==> images/final_placement.png <==
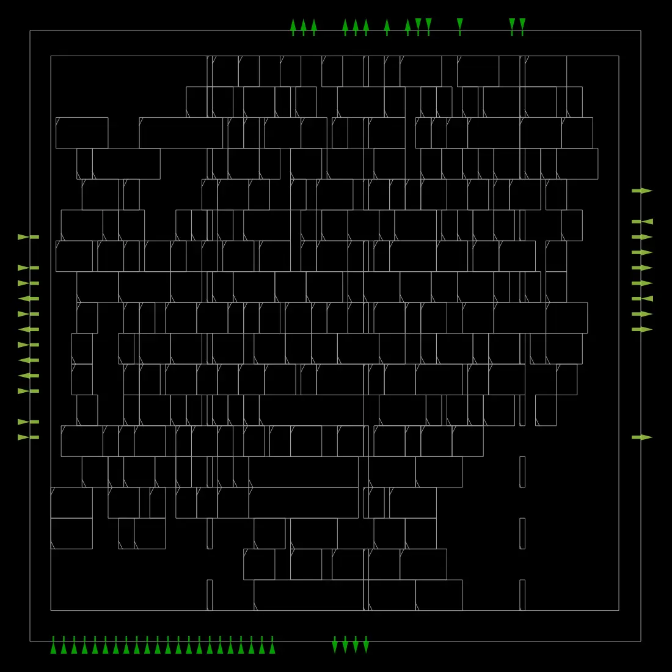
==> images/port_nets.png <==
Scale bar: 20 um.
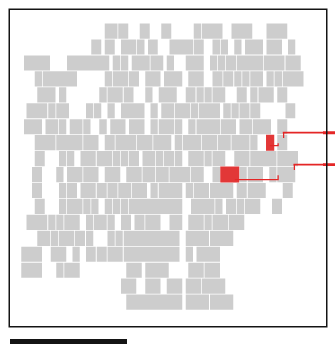
==> images/metal_stack.png <==
Only two layers are drawn.
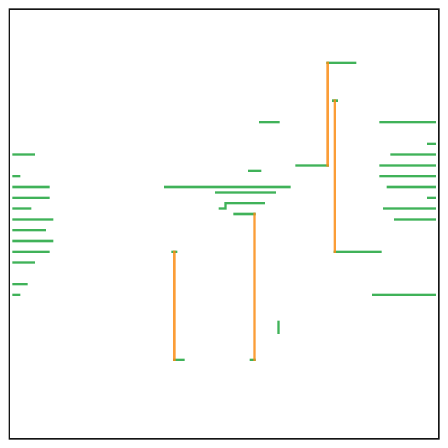
==> images/wire_density.png <==
11 x 11 tiles, from white (low) to dark blue (high), scaled to the fullest tile. Values are wire area over tile area, all layers added.
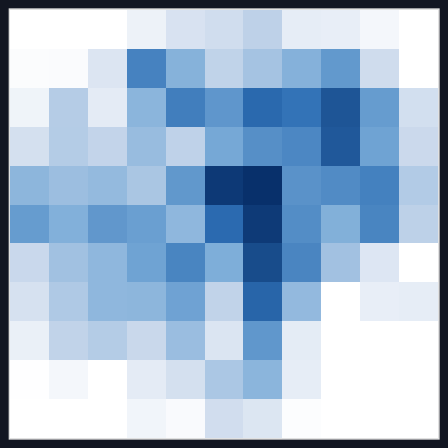
==> images/met2.png <==
Scale bar: 20 um.
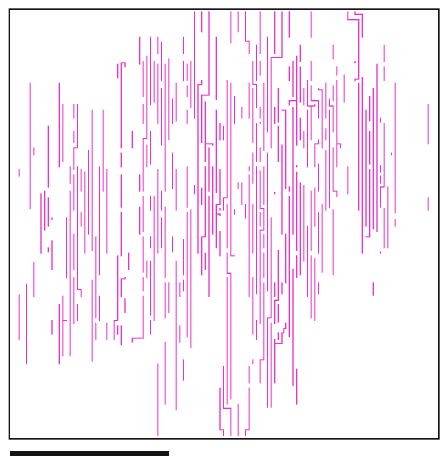
### src/rtl/multicycle_control_fsm.sv
// Main control sequencer for a multicycle RV32I core: steps the shared datapath
// through fetch/decode/execute/memory/writeback and stalls on the memory handshake.
module multicycle_control_fsm #(
   parameter logic [3:0] RESET_STATE = 4'd0
) (
   input  logic        clk,
   input  logic        reset,
   input  logic [31:0] instr,
   input  logic        zero,
   input  logic        alu_lsb,
   input  logic        mem_ready,
   output logic        pc_write,
   output logic        ir_write,
   output logic        adr_src,
   output logic        mem_read,
   output logic        mem_write,
   output logic        reg_write,
   output logic [1:0]  alu_src_a,
   output logic [1:0]  alu_src_b,
   output logic [1:0]  result_src,
   output logic [3:0]  alu_ctrl,
   output logic [2:0]  imm_ctrl,
   output logic        illegal,
   output logic [3:0]  state_o
);

   typedef enum logic [3:0] {
      S_FETCH     = 4'd0,
      S_DECODE    = 4'd1,
      S_MEM_ADR   = 4'd2,
      S_MEM_RD    = 4'd3,
      S_MEM_WB    = 4'd4,
      S_MEM_WR    = 4'd5,
      S_EXEC_R    = 4'd6,
      S_EXEC_I    = 4'd7,
      S_ALU_WB    = 4'd8,
      S_BRANCH    = 4'd9,
      S_JAL       = 4'd10,
      S_EXEC_JALR = 4'd11,
      S_JALR      = 4'd12,
      S_LUI       = 4'd13,
      S_TRAP      = 4'd14
   } state_t;

   localparam logic [6:0] OP_LOAD  = 7'b0000011;
   localparam logic [6:0] OP_STORE = 7'b0100011;
   localparam logic [6:0] OP_R     = 7'b0110011;
   localparam logic [6:0] OP_I     = 7'b0010011;
   localparam logic [6:0] OP_BR    = 7'b1100011;
   localparam logic [6:0] OP_JAL   = 7'b1101111;
   localparam logic [6:0] OP_JALR  = 7'b1100111;
   localparam logic [6:0] OP_LUI   = 7'b0110111;
   localparam logic [6:0] OP_AUIPC = 7'b0010111;

   localparam logic [3:0] ALU_ADD  = 4'd0;
   localparam logic [3:0] ALU_SUB  = 4'd1;
   localparam logic [3:0] ALU_AND  = 4'd2;
   localparam logic [3:0] ALU_OR   = 4'd3;
   localparam logic [3:0] ALU_XOR  = 4'd4;
   localparam logic [3:0] ALU_SLT  = 4'd5;
   localparam logic [3:0] ALU_SLTU = 4'd6;
   localparam logic [3:0] ALU_SLL  = 4'd7;
   localparam logic [3:0] ALU_SRL  = 4'd8;
   localparam logic [3:0] ALU_SRA  = 4'd9;

   state_t      r_state;
   logic [6:0]  w_opcode;
   logic [2:0]  w_funct3;
   logic        w_f7b5;

   assign w_opcode = instr[6:0];
   assign w_funct3 = instr[14:12];
   assign w_f7b5   = instr[30];
   assign state_o  = r_state;

   // funct7b5 only selects SUB for register-register ops; shifts honour it in both forms
   function automatic logic [3:0] f_exec_op(input logic [2:0] f3, input logic b5, input logic is_r);
      logic [3:0] op;
      case (f3)
         3'b000:  op = (is_r && b5) ? ALU_SUB : ALU_ADD;
         3'b001:  op = ALU_SLL;
         3'b010:  op = ALU_SLT;
         3'b011:  op = ALU_SLTU;
         3'b100:  op = ALU_XOR;
         3'b101:  op = b5 ? ALU_SRA : ALU_SRL;
         3'b110:  op = ALU_OR;
         3'b111:  op = ALU_AND;
         default: op = ALU_ADD;
      endcase
      return op;
   endfunction

   function automatic logic [3:0] f_branch_op(input logic [2:0] f3);
      logic [3:0] op;
      case (f3)
         3'b000, 3'b001: op = ALU_SUB;
         3'b100, 3'b101: op = ALU_SLT;
         3'b110, 3'b111: op = ALU_SLTU;
         default:        op = ALU_ADD;
      endcase
      return op;
   endfunction

   function automatic logic f_branch_taken(input logic [2:0] f3, input logic z, input logic lsb);
      logic t;
      case (f3)
         3'b000:         t = z;
         3'b001:         t = ~z;
         3'b100, 3'b110: t = lsb;
         3'b101, 3'b111: t = ~lsb;
         default:        t = 1'b0;
      endcase
      return t;
   endfunction

   // State register and next-state sequencing
   always_ff @(posedge clk or posedge reset) begin
      if (reset) begin
         r_state <= state_t'(RESET_STATE);
      end else begin
         case (r_state)
            S_FETCH:     r_state <= mem_ready ? S_DECODE : S_FETCH;
            S_DECODE: begin
               case (w_opcode)
                  OP_LOAD, OP_STORE: r_state <= S_MEM_ADR;
                  OP_R:              r_state <= S_EXEC_R;
                  OP_I:              r_state <= S_EXEC_I;
                  OP_BR:             r_state <= S_BRANCH;
                  OP_JAL:            r_state <= S_JAL;
                  OP_JALR:           r_state <= S_EXEC_JALR;
                  OP_LUI:            r_state <= S_LUI;
                  OP_AUIPC:          r_state <= S_ALU_WB;
                  default:           r_state <= S_TRAP;
               endcase
            end
            S_MEM_ADR:   r_state <= (w_opcode == OP_STORE) ? S_MEM_WR : S_MEM_RD;
            S_MEM_RD:    r_state <= mem_ready ? S_MEM_WB : S_MEM_RD;
            S_MEM_WB:    r_state <= S_FETCH;
            S_MEM_WR:    r_state <= mem_ready ? S_FETCH : S_MEM_WR;
            S_EXEC_R:    r_state <= S_ALU_WB;
            S_EXEC_I:    r_state <= S_ALU_WB;
            S_ALU_WB:    r_state <= S_FETCH;
            S_BRANCH:    r_state <= S_FETCH;
            S_JAL:       r_state <= S_ALU_WB;
            S_EXEC_JALR: r_state <= S_JALR;
            S_JALR:      r_state <= S_ALU_WB;
            S_LUI:       r_state <= S_FETCH;
            S_TRAP:      r_state <= S_TRAP;
            default:     r_state <= S_FETCH;
         endcase
      end
   end

   // Immediate format follows the opcode in every state
   always_comb begin
      case (w_opcode)
         OP_LOAD, OP_I, OP_JALR: imm_ctrl = 3'd0;
         OP_STORE:               imm_ctrl = 3'd1;
         OP_BR:                  imm_ctrl = 3'd2;
         OP_LUI, OP_AUIPC:       imm_ctrl = 3'd3;
         OP_JAL:                 imm_ctrl = 3'd4;
         default:                imm_ctrl = 3'd0;
      endcase
   end

   // Datapath controls; everything is held quiet while reset is asserted
   always_comb begin
      pc_write   = 1'b0;
      ir_write   = 1'b0;
      adr_src    = 1'b0;
      mem_read   = 1'b0;
      mem_write  = 1'b0;
      reg_write  = 1'b0;
      alu_src_a  = 2'b00;
      alu_src_b  = 2'b00;
      result_src = 2'b00;
      alu_ctrl   = ALU_ADD;
      illegal    = 1'b0;
      if (reset) begin
         illegal = 1'b0;
      end else begin
         case (r_state)
            S_FETCH: begin
               mem_read = 1'b1;
               if (mem_ready) begin
                  ir_write   = 1'b1;
                  pc_write   = 1'b1;
                  alu_src_b  = 2'b10;
                  result_src = 2'b10;
               end else begin
                  ir_write = 1'b0;
               end
            end
            S_DECODE: begin
               alu_src_a = 2'b01;
               alu_src_b = 2'b01;
            end
            S_MEM_ADR, S_EXEC_JALR: begin
               alu_src_a = 2'b10;
               alu_src_b = 2'b01;
            end
            S_MEM_RD: begin
               mem_read = 1'b1;
               adr_src  = 1'b1;
            end
            S_MEM_WB: begin
               reg_write  = 1'b1;
               result_src = 2'b01;
            end
            S_MEM_WR: begin
               mem_write = 1'b1;
               adr_src   = 1'b1;
            end
            S_EXEC_R: begin
               alu_src_a = 2'b10;
               alu_ctrl  = f_exec_op(w_funct3, w_f7b5, 1'b1);
            end
            S_EXEC_I: begin
               alu_src_a = 2'b10;
               alu_src_b = 2'b01;
               alu_ctrl  = f_exec_op(w_funct3, w_f7b5, 1'b0);
            end
            S_ALU_WB: reg_write = 1'b1;
            S_BRANCH: begin
               alu_src_a = 2'b10;
               alu_ctrl  = f_branch_op(w_funct3);
               pc_write  = f_branch_taken(w_funct3, zero, alu_lsb);
            end
            S_JAL, S_JALR: begin
               pc_write  = 1'b1;
               alu_src_a = 2'b01;
               alu_src_b = 2'b10;
            end
            S_LUI: begin
               reg_write  = 1'b1;
               result_src = 2'b11;
            end
            S_TRAP:  illegal = 1'b1;
            default: illegal = 1'b0;
         endcase
      end
   end

endmodule
### config.mk
export PLATFORM = sky130hd
export DESIGN_NAME = multicycle_control_fsm
export DESIGN_NICKNAME = d
export VERILOG_FILES = /design/src/rtl/multicycle_control_fsm.sv
export SDC_FILE = /design/constraint.sdc
export NUM_CORES = 1
export LEC_CHECK = 0
export ABC_AREA = 1
export CORE_MARGIN = 1.5
export CORE_UTILIZATION = 29
export DETAILED_ROUTE_END_ITERATION = 12
export PLACE_DENSITY = 0.76
export SYNTH_ARGS = -nofsm -noshare
export SYNTH_HDL_FRONTEND = slang
export SYNTH_SLANG_ARGS = --single-unit
export TNS_END_PERCENT = 1
### constraint.sdc
create_clock -name clk -period 1 [get_ports clk]
set_input_delay 0.1 -clock clk [delete_from_list [all_inputs] [get_ports clk]]
set_output_delay 0.1 -clock clk [all_outputs]
set_load 0.01 [all_outputs]
==> Slide: Implementation Results <==
Synthesis and Place & Route Summary

Critical path
  • CP max-delay cell: dfrtp_1
  • Max incr delay on CP: 0.42 ns
  • Top Family by Delay on Critical Path: flip-flops
  • Reg-to-Reg End: state_o[2]

STA
  • Worst setup margin: -0.667 ns
  • Final Critical Period: 1.67 ns
  • Rel. slew slack: 86.3%
  • RSZ-0062 raised after global routing: yes
  • Setup TNS: -11.28 ns
  • Worst hold slack: 0.407 ns
  • Final setup violating endpoints: 28

Placed design
  • DP HPWL: 2340 um
  • Pre-CTS setup slack: -0.818 ns
  • Global placer's final weighted congestion: 0.907

Pwr
  • Seq pwr share: 14.3%
  • Internal power: 1.35 mW
  • VDD IR max: 987 uV
  • Combinational group power: 2.02 mW

Final layout
  • Max reg flops: 4
  • Share of layout cells above drive strength 1: 50.7%
  • Layout area overhead: 109%

Route
  • Routed Antenna Nets: 0
  • DR iter-0 viols: 31

CTS
  • Clock root buffer master: clkbuf_4
  • CTS tree: yes
  • Maximum clock insertion buffer count: 2
  • CTS Hold Buffers Added: 0
  • TritonCTS Buffers: 3
  • Clock sink count: 4

Synthesis
  • Number of flops mapped to enable cells by yosys: 0

Outcome
  • Status: complete, but fails checks
  • Failing checks: setup timing

Die
  • Starting Density: 30.6%

Global route
  • Initial antenna violation count: 0
-- final_placement.png (at the start) --
flip-flops: 4
fraction of area in registers: 6.60%
FILL cells: 218
row count: 18

-- port_nets.png (at the start) --
- red: alu_src_b (bits 2; direction output; edge east; end cells 2; buffers 2; wire 23.3 um)
# IOs: 61
port bufs: 39

-- metal_stack.png (at the start) --
- orange: met4 (wire length 63.9 um)
- green: met3 (wire length 141 um)
GRT Total Usage: 21.7%
Avg WL per Cell: 11.5 um
vias: 1235
drt total wl: 2980 um

-- wire_density.png (at the start) --
- tiles over half the peak: 27%
- emptiest ninth of the die: south-east
- nearly empty tiles: 19%
- fullest tile: 0.50
- densest ninth of the die: center

-- met2.png (at the start) --
- nets with wire on the layer: 205
- wire length on this layer: 1660 um
- main direction: vertical
- longest straight run: 22.1 um
- share of all routed wire: 56%
met2 global-route usage: 44.5%

-- kinds of logic after synthesis --
group	after synthesis	synth area share [%]
AND-OR/OR-AND	21	16.1
flip-flops	4	13.3
buffers and inverters	26	13.0
XOR/XNOR	1	1.16
AND/OR/NAND/NOR	92	56.4
-- metal layers --
| layer | vias up | global-route usage, % | share of wire, % |
|---|---|---|---|
| met1 | 550 | 21.3 | 37 |
| met4 | 0 | 9.83 | 2.1 |
| met3 | 8 | 1.67 | 4.7 |
| met5 | - | 0 | 0 |
| met2 | 42 | 44.5 | 56 |
| li1 | 635 | - | - |
-- area by class of cell --
class,count,area [sq um],share of cell area [%]
Inverter,25,93.8,5.96
Timing Repair Buffer,83,658,41.8
Clock buffer,3,22.5,1.43
Tap cell,30,37.5,2.38
Sequential cell,4,104,6.60
Multi-Input combinational cell,114,658,41.8
-- what timing repair did --
item / CTS / global route
cloned: 0 / 0
resized: 97 / 11
setup endpoints to repair: 28 / 28
pin swaps: 9 / 6
setup buffers: 5 / 0
-- worst max path at each step --
stage | to | cells past startpoint
global route | alu_src_b[0] | 6
finish | alu_src_b[0] | 6
CTS | alu_ctrl[1] | 7
detailed placement | pc_write | 7
floorplan | alu_ctrl[1] | 6
global placement | pc_write | 8
-- layout by cell type (no fill, tap or decap), types with 2 or more instances in the layout --
cell type         n
a21oi_2           6
dfrtp_2           3
o21ai_1           2
nor4_2            2
o21ai_0           5
nand3_1          12
a21oi_1           3
nor2_2            8
o21ai_2           2
nand2_1          38
nor2_4            5
buf_6             4
dlygate4sd2_1     4
buf_2            16
inv_2             6
nand2_4           2
nand2_2           7
clkbuf_4          3
clkdlybuf4s50_1  12
nor2_1           11
buf_4            43
inv_1            19
clkdlybuf4s15_2   2
No activity file was given, so power comes from the tool's default toggle rates.
